--- config.mk ---
export PLATFORM = sky130hd
export DESIGN_NAME = multdiv_issue_ctrl
export DESIGN_NICKNAME = d
export VERILOG_FILES = /design/src/rtl/multdiv_ctrl_pkg.sv /design/src/rtl/multdiv.sv /design/src/rtl/multdiv_issue_ctrl.sv
export SDC_FILE = /design/constraint.sdc
export NUM_CORES = 1
export LEC_CHECK = 0
export ABC_CLOCK_PERIOD_IN_PS = 28600
export CORE_MARGIN = 1
export CORE_UTILIZATION = 67
export DETAILED_ROUTE_END_ITERATION = 16
export HOLD_SLACK_MARGIN = 0.06
export PLACE_DENSITY = 0.87
export SYNTH_ARGS = -nofsm -noshare
export SYNTH_HDL_FRONTEND = slang
export SYNTH_HIERARCHICAL = 1
export SYNTH_SLANG_ARGS = --single-unit
export TNS_END_PERCENT = 30
--- constraint.sdc ---
create_clock -name clock -period 28.6 [get_ports clock]
set_clock_uncertainty 0.05 [all_clocks]
set_input_delay 4.29 -clock clock [delete_from_list [all_inputs] [get_ports clock]]
set_output_delay 4.29 -clock clock [all_outputs]
set_load 0.01 [all_outputs]
--- src/rtl/multdiv_ctrl_pkg.sv ---
// Shared encodings, latencies and helpers for the mult/div issue controller
// and the iterative multdiv unit it sequences.
package multdiv_ctrl_pkg;

    localparam logic [1:0] ST_IDLE  = 2'd0;
    localparam logic [1:0] ST_START = 2'd1;
    localparam logic [1:0] ST_WAIT  = 2'd2;
    localparam logic [1:0] ST_WB    = 2'd3;

    typedef enum logic [1:0] {
        S_IDLE  = ST_IDLE,
        S_START = ST_START,
        S_WAIT  = ST_WAIT,
        S_WB    = ST_WB
    } ctrl_state_e;

    localparam int unsigned DATA_W          = 32;
    localparam int unsigned MULT_LAT        = 17;
    localparam int unsigned DIV_LAT         = 33;
    localparam int unsigned TIMEOUT_DEFAULT = 40;

    // Operation held stable towards multdiv for the whole run
    typedef struct packed {
        logic              is_div;
        logic [DATA_W-1:0] op_a;
        logic [DATA_W-1:0] op_b;
    } md_op_t;

    // Two's-complement magnitude; -2^31 maps to 0x8000_0000 unsigned
    function automatic logic [DATA_W-1:0] mag32(input logic [DATA_W-1:0] v);
        return v[DATA_W-1] ? (~v + DATA_W'(1)) : v;
    endfunction

endpackage

--- src/rtl/multdiv.sv ---
// Iterative signed multiply (2 bits/cycle) and restoring divide (1 bit/cycle).
// A ctrl pulse restarts the unit; resultRDY stays high until the next pulse.
module multdiv
    import multdiv_ctrl_pkg::*;
(
    input  logic        clock,
    input  logic        reset,
    input  logic        ctrl_MULT,
    input  logic        ctrl_DIV,
    input  logic [31:0] data_operandA,
    input  logic [31:0] data_operandB,
    output logic [31:0] data_result,
    output logic        data_exception,
    output logic        data_resultRDY
);

    logic        run_q, div_q, neg_q, dz_q, rdy_q, exc_q;
    logic [5:0]  step_q;
    logic [63:0] mcand_q, acc_q;
    logic [31:0] mplier_q, rem_q, quo_q, dvsr_q, result_q;

    logic [63:0] acc_n;
    logic [32:0] rem_sh;
    logic        fits;
    logic [31:0] rem_n, quo_n, res_n;
    logic        exc_n, last;

    always_comb begin
        acc_n  = acc_q
               + (mplier_q[0] ? mcand_q : 64'd0)
               + (mplier_q[1] ? {mcand_q[62:0], 1'b0} : 64'd0);
        rem_sh = {rem_q, quo_q[31]};
        fits   = (rem_sh >= {1'b0, dvsr_q});
        rem_n  = fits ? 32'(rem_sh - {1'b0, dvsr_q}) : rem_sh[31:0];
        quo_n  = {quo_q[30:0], fits};
        last   = (step_q == (div_q ? 6'(DIV_LAT - 2) : 6'(MULT_LAT - 2)));
        res_n  = '0;
        exc_n  = 1'b0;
        if (div_q) begin
            res_n = dz_q ? 32'd0 : (neg_q ? (~quo_n + 32'd1) : quo_n);
            exc_n = dz_q | (~neg_q & quo_n[31]);
        end else begin
            res_n = neg_q ? (~acc_n[31:0] + 32'd1) : acc_n[31:0];
            exc_n = neg_q ? (acc_n > 64'h0000_0000_8000_0000)
                          : (acc_n > 64'h0000_0000_7FFF_FFFF);
        end
    end

    // Unit has no async clear: every ctrl pulse reloads all working state
    always_ff @(posedge clock) begin
        if (reset) begin
            run_q <= 1'b0;
            rdy_q <= 1'b0;
        end else if (ctrl_MULT || ctrl_DIV) begin
            run_q    <= 1'b1;
            rdy_q    <= 1'b0;
            div_q    <= ctrl_DIV;
            step_q   <= '0;
            neg_q    <= data_operandA[31] ^ data_operandB[31];
            dz_q     <= (data_operandB == 32'd0);
            mcand_q  <= {32'd0, mag32(data_operandA)};
            mplier_q <= mag32(data_operandB);
            acc_q    <= '0;
            rem_q    <= '0;
            quo_q    <= mag32(data_operandA);
            dvsr_q   <= mag32(data_operandB);
        end else if (run_q) begin
            step_q   <= step_q + 6'd1;
            acc_q    <= acc_n;
            mcand_q  <= {mcand_q[61:0], 2'b00};
            mplier_q <= {2'b00, mplier_q[31:2]};
            rem_q    <= rem_n;
            quo_q    <= quo_n;
            if (last) begin
                run_q    <= 1'b0;
                rdy_q    <= 1'b1;
                result_q <= res_n;
                exc_q    <= exc_n;
            end
        end
    end

    assign data_result    = result_q;
    assign data_exception = exc_q;
    assign data_resultRDY = rdy_q;

endmodule

--- src/rtl/multdiv_issue_ctrl.sv ---
// Sequences one mult/div op at a time through multdiv: start pulse, timeout,
// regfile writeback handshake and RAW stall against the pending destination.
module multdiv_issue_ctrl
    import multdiv_ctrl_pkg::*;
#(
    parameter int unsigned TIMEOUT = TIMEOUT_DEFAULT,
    parameter int unsigned RW      = 5
) (
    input  logic          clock,
    input  logic          reset,
    input  logic          issue_valid,
    input  logic          issue_is_div,
    input  logic [31:0]   issue_opA,
    input  logic [31:0]   issue_opB,
    input  logic [RW-1:0] issue_rd,
    output logic          issue_ready,
    input  logic [RW-1:0] dec_rs,
    input  logic [RW-1:0] dec_rt,
    output logic          stall,
    output logic          busy,
    output logic          wb_valid,
    output logic [RW-1:0] wb_rd,
    output logic [31:0]   wb_data,
    output logic          wb_exception,
    input  logic          wb_ready
);

    localparam int unsigned TW = $clog2(TIMEOUT + 1);

    ctrl_state_e   state_q, state_d;
    md_op_t        op_q, op_d;
    logic [RW-1:0] rd_q, rd_d;
    logic [TW-1:0] tmo_q, tmo_d;
    logic [31:0]   wb_data_q, wb_data_d;
    logic          wb_exc_q, wb_exc_d;

    logic          md_mult, md_div, md_rdy, md_exc;
    logic [31:0]   md_result;
    logic          hazard;

    always_ff @(posedge clock or negedge reset) begin
        if (!reset) state_q <= S_IDLE;
        else        state_q <= state_d;
    end

    always_ff @(posedge clock or negedge reset) begin
        if (!reset) begin
            op_q      <= '0;
            rd_q      <= '0;
            tmo_q     <= '0;
            wb_data_q <= '0;
            wb_exc_q  <= 1'b0;
        end else begin
            op_q      <= op_d;
            rd_q      <= rd_d;
            tmo_q     <= tmo_d;
            wb_data_q <= wb_data_d;
            wb_exc_q  <= wb_exc_d;
        end
    end

    always_comb begin
        state_d   = state_q;
        op_d      = op_q;
        rd_d      = rd_q;
        tmo_d     = tmo_q;
        wb_data_d = wb_data_q;
        wb_exc_d  = wb_exc_q;
        case (state_q)
            S_IDLE: begin
                if (issue_valid) begin
                    op_d    = '{is_div: issue_is_div, op_a: issue_opA, op_b: issue_opB};
                    rd_d    = issue_rd;
                    tmo_d   = '0;
                    state_d = S_START;
                end
            end
            // resultRDY is stale here, so it is deliberately not looked at
            S_START: state_d = S_WAIT;
            S_WAIT: begin
                tmo_d = tmo_q + TW'(1);
                if (md_rdy) begin
                    wb_data_d = md_result;
                    wb_exc_d  = md_exc;
                    state_d   = (rd_q == '0) ? S_IDLE : S_WB;
                end else if (tmo_q == TW'(TIMEOUT - 1)) begin
                    wb_data_d = '0;
                    wb_exc_d  = 1'b1;
                    state_d   = (rd_q == '0) ? S_IDLE : S_WB;
                end
            end
            S_WB: begin
                if (wb_ready) state_d = S_IDLE;
            end
            default: state_d = S_IDLE;
        endcase
    end

    assign md_mult = (state_q == S_START) & ~op_q.is_div;
    assign md_div  = (state_q == S_START) &  op_q.is_div;

    multdiv u_multdiv (
        .clock          (clock),
        .reset          (1'b0),
        .ctrl_MULT      (md_mult),
        .ctrl_DIV       (md_div),
        .data_operandA  (op_q.op_a),
        .data_operandB  (op_q.op_b),
        .data_result    (md_result),
        .data_exception (md_exc),
        .data_resultRDY (md_rdy)
    );

    assign issue_ready  = (state_q == S_IDLE);
    assign busy         = (state_q != S_IDLE);
    assign hazard       = busy & (rd_q != '0) & ((dec_rs == rd_q) | (dec_rt == rd_q));
    assign stall        = (issue_valid & ~issue_ready) | hazard;
    assign wb_valid     = (state_q == S_WB);
    assign wb_rd        = rd_q;
    assign wb_data      = wb_data_q;
    assign wb_exception = wb_exc_q;

endmodule

### Wiring by layer, run 1

Scale: 2 px per um. Only two layers are drawn.
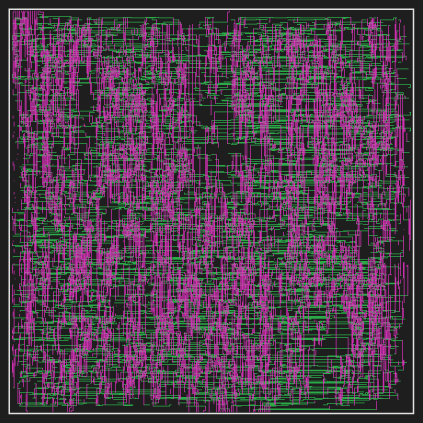
- metal 1: green (wire length 29.5 mm)
- metal 2: magenta (wire length 31.7 mm)
Routed WL per cell: 20.80 um
Routed WL: 69770 um
total track usage: 34.15%
via count: 21.47k

### Close-up of the layout, run 1

Region (81, 81) to (121, 121) um. Cells in gray, sequential cells in the stronger gray; small squares are vias.
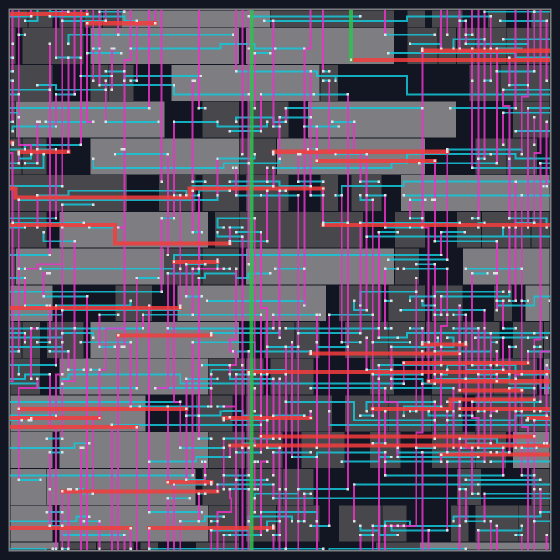
- metal 3: red
- metal 1: cyan
- metal 4: green
- metal 2: magenta
- netlist names of flops here include: u_multdiv/quo_q (7), u_multdiv/mcand_q (5), u_multdiv/acc_q (4)
- most frequent: edfxtp_1 (19), xor2_1 (10), o21a_1 (10)
- sequential cells in the window: 19
- cells with their middle in the window: 101

==> flow_summary.toml, run 1 <==
# generated from flow reports
[status]
outcome = "finished, final reports clean"

[routing]
antenna_left = 0

[pwr]
p_switching_mw = 1.213
combPwrFrac_pct = 46.6
power_leader = "combinational cells"
power_density_nw_per_um2 = 98.01
p_seq_uw = 961
p_int_mw = 1.686
p_leak_nw = 11.73
max-vdd-ir-drop_v = 0.00007732

[clock_tree]
cts_resized = 0
insertion_delay_ns = 0.61
post-cts-setup-buffers = 0

[synthesis]
compound_area_share_pct = 15.64
synthMuxAreaShare_pct = 0.6768
synthFlopType = "edfxtp_1"
yosysTopAreaCellShare_pct = 33.61
synth-simple-area-share_pct = 19.93
synth.distinct_cells = 82

[floorplan]
rows = 72
core_region_area_um2 = 38920
die_h_um = 201.3
fp.dieW_um = 201.3
die_area_um2 = 40540

[setup_path]
worstSetupEndpoint = "stall"
cp_num_buf_inv = 2
path_cells = "clkdlybuf4s50_1 > xnor2_1 > nand3_1 > nor4_1 > o31a_1 > clkdlybuf4s50_1"
critPathTopFamily = "buffers and inverters"

[sta]
slew_headroom_pct = 17.09
setup_viol = 0
fmax_mhz = 97.03
fin_tns_setup_ns = 0
maxSlewViolCount = 0

[global_route]
grt_max_degree = 153

[hold_path]
holdPathEnd = "wb_data[26]"
min_path_cells = 1

[run]
cap_violations = 0
openroad.warnings = 30

[cells_and_area]
lay_top_cells = "409 x nand2_1, 298 x edfxtp_1, 235 x nor2_1, 189 x and2_1, 140 x a21oi_1"

[placement]
place_congestion = 0.9693
### Pin placement, run 1

Scale: 2 px per um. Pins as bars across the die edge, other pins in gray.
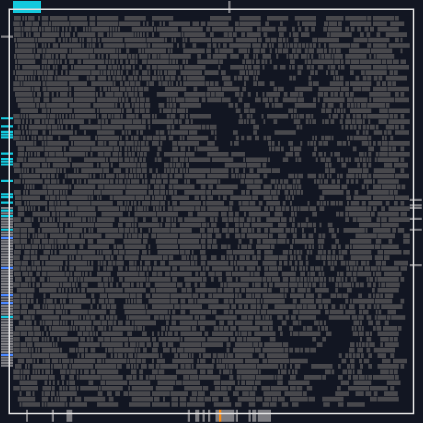
- wb_exception: orange (pins 1; direction output; edge bottom)
- issue_opB: cyan (pins 32; direction input; edge 17 left, 15 top)
- dec_rt: blue (pins 5; direction input; edge left)

[run 1: layer usage]
metal | wire [um] | GRT usage (%) | vias up
met3 | 6846 | 6.349 | 109
met4 | 1713 | 10.12 | 0
li1 | - | - | 9873
met5 | 0 | 0 | -
met1 | 29550 | 49.01 | 10440
met2 | 31670 | 53.12 | 1050
[run 1: metrics by stage]
step           setup WS (ns)  std cells  hold slack (ns)  power, mW
2_1_floorplan          16.81       2746           0.3926      1.928
3_3_place_gp           18.26       3273           0.3967      2.228
3_5_place_dp           18.27       3273           0.4053      2.274
4_1_cts                18.27       3354           0.4189      2.874
5_1_grt                18.15       3354           0.4335      3.064
6_report               18.29       3354           0.4159      2.900
[run 1: logic make-up after synthesis]
logic type,after synthesis
AND-OR/OR-AND,629
XOR/XNOR,199
adder cells (fa/ha/maj),166
buffers and inverters,214
flip-flops,411
multiplexers,17
other,1
AND/OR/NAND/NOR,1106
[run 1: state kept, by name, summed over array words and instances (netlist names)]
signal / count
wb_rd: 5
u_multdiv/div_q: 1
u_multdiv/quo_q: 32
u_multdiv/mcand_q: 64
u_multdiv/neg_q: 1
tmo_q: 6
u_multdiv/data_resultRDY: 1
u_multdiv/data_result: 32
u_multdiv/rem_q: 32
wb_data: 32
state_q: 2
u_multdiv/step_q: 6
u_multdiv/data_exception: 1
u_multdiv/dz_q: 1
op_q: 65
u_multdiv/mplier_q: 32
u_multdiv/dvsr_q: 32
u_multdiv/run_q: 1
wb_exception: 1
u_multdiv/acc_q: 64
[run 1: area by class of cell]
class	count	area [um2]
multi-input cells	2121	14000
flip-flops and latches	411	11770
fillers	2545	9331
repair buffers	142	1389
clock buffers	53	1145
well taps	518	648.1
clock inverters	28	337.8
inverters	81	304.0
==> run 2, diff against run 1 <==
Settings changed: ABC_CLOCK_PERIOD_IN_PS 28600 to 9640, CORE_UTILIZATION 67 to 62, PLACE_DENSITY 0.87 to 0.82.
Clock period 28.6 ns to 9.64 ns, I/O delays scaled along.
### Wiring by layer, run 2

Scale: 2 px per um. Only two layers are drawn.
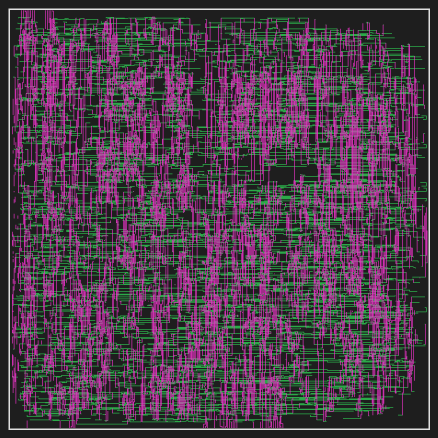
- metal 2: magenta (wire length 31.9 mm)
- metal 1: green (wire length 30.4 mm)

### Close-up of the layout, run 2

Region (85, 85) to (125, 125) um. Cells in gray, sequential cells in the stronger gray; small squares are vias.
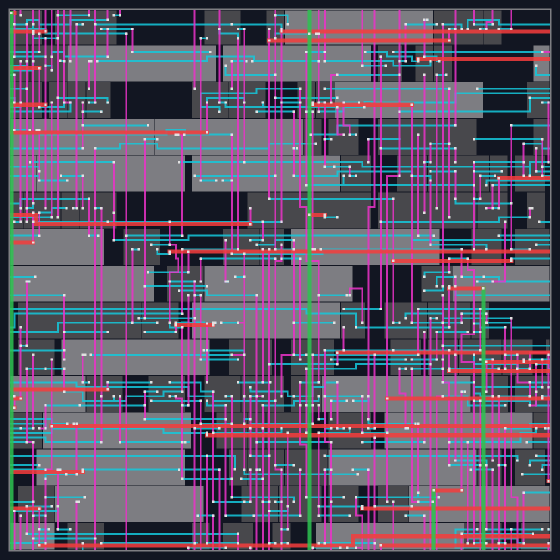
- metal 2: magenta
- metal 3: red
- metal 1: cyan
- metal 4: green
- cells with their middle in the window: 108
- netlist names of flops here include: u_multdiv/mcand_q (7), u_multdiv/quo_q (6), u_multdiv/acc_q (4)
- most frequent: edfxtp_1 (24), o21a_1 (10)
- sequential cells in the window: 24

==> flow_summary.toml, run 2 <==
# generated from flow reports
[status]
outcome = "finished, final reports clean"

[global_route]
grt_max_degree = 164

[run]
cap_violations = 0

[synthesis]
synth.distinct_cells = 82
yosysTopAreaCellShare_pct = 33.61
synthFlopType = "edfxtp_1"

[placement]
place_ws_ns = 3.708
dp_cells = 3295
place_congestion = 0.9742

[sta]
slew_headroom_pct = 9.507
hold-worst-slack_ns = 0.4143
fin_tns_setup_ns = 0
setup_ws_ns = 3.636

[setup_path]
cp_num_buf_inv = 2
worstSetupEndpoint = "u_multdiv/data_result[31]"
path_cells = "buf_4 > nand2_1 > fa_1 > inv_1 > ha_1 > fa_1 > a211oi_1 > o21ai_0 > a41oi_1 > xor2_1 > and2b_1 > nand3_1 > nor4_1 > nand3_1 > o31ai_1 > xnor2_1 > o221ai_1"

[floorplan]
die_area_um2 = 43770
rows = 75
die_h_um = 209.2
fp.dieW_um = 209.2

[cells_and_area]
top_register = "op_q"
fin_cells = 3378
reg.largest.list = "op_q (65), u_multdiv/acc_q (64), u_multdiv/mcand_q (64)"
largest_register_ffs = 65
lay_top_cells = "409 x nand2_1, 298 x edfxtp_1, 235 x nor2_1, 189 x and2_1, 140 x a21oi_1"

[clock_tree]
insertion_delay_ns = 0.60
cts_resized = 0
post-cts-setup-buffers = 0

[hold_path]
holdPathEnd = "wb_data[0]"

[pwr]
max-vdd-ir-drop_v = 0.0001874
power_density_nw_per_um2 = 293.4

[routing]
finalWirelength_um = 70050
routedWlPerCell_um = 20.74
### Pin placement, run 2

Scale: 2 px per um. Pins as bars across the die edge, other pins in gray.
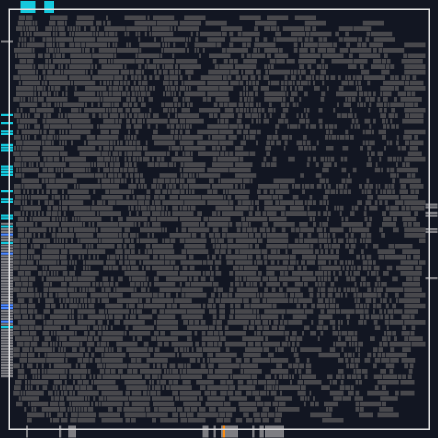
- wb_exception: orange (pins 1; direction output; edge bottom)
- issue_opB: cyan (pins 32; direction input; edge 19 left, 13 top)
- dec_rt: blue (pins 5; direction input; edge left)
- all pins by edge: 74 left, 32 bottom, 13 top, 7 right

==> run 2: worst reg2reg max path, cell delays in order, from the launching register on <==
cell and delay, ns:
edfxtp_1 0.32, buf_4 0.48, nand2_1 0.22, fa_1 0.54, inv_1 0.05, ha_1 0.23, fa_1 0.43, a211oi_1 0.39
o21ai_0 0.27, a41oi_1 0.30, xor2_1 0.33, and2b_1 0.22, nand3_1 0.17, nor4_1 0.71, nand3_1 0.31, o31ai_1 0.44
xnor2_1 0.18, o221ai_1 0.12
==> run 2: area by class of cell <==
type                       instances  area (um2)
tap                              539       674.4
timing repair buffer             143        1396
inverter                          81       304.0
clock buffer                      54        1190
clock inverter                    28       380.4
sequential                       411       11770
multi-input combinational       2121       14000
antenna                            1       2.502
fill                            3144       12420
==> run 2: power by group <==
group	internal, mW	total (mW)	leakage, nW	switching, mW
combinational	1.53	4.03	6.87	2.50
clock	1.08	1.84	0.755	0.756
sequential	2.48	2.85	4.16	0.366
total	5.09	8.72	11.8	3.63
==> run 2: routing by layer <==
layer  GRT usage, %  part of all wire [%]
met4          9.280                   2.6
met1          45.42                    43
met2          50.76                    46
met5              0                     0
met3          6.327                   8.4
==> run 2: logic make-up after synthesis <==
logic type | count (synthesis) | synth area share [%]
compound gates | 629 | 15.64
simple gates | 1106 | 19.93
buf+inv | 214 | 3.398
flops | 411 | 44.20
mux | 17 | 0.6768
other cells | 1 | 0.01409
xor+xnor | 199 | 6.547
fa+ha+maj | 166 | 9.606
==> run 2: stage by stage <==
step	cell area, um2	total power, mW
after detailed placement	28140	6.786
after global placement	28140	6.665
after global routing	29710	9.234
final	29710	8.718
after floorplan	26640	5.693
after CTS	29710	8.664
No activity file was given, so power comes from the tool's default toggle rates.
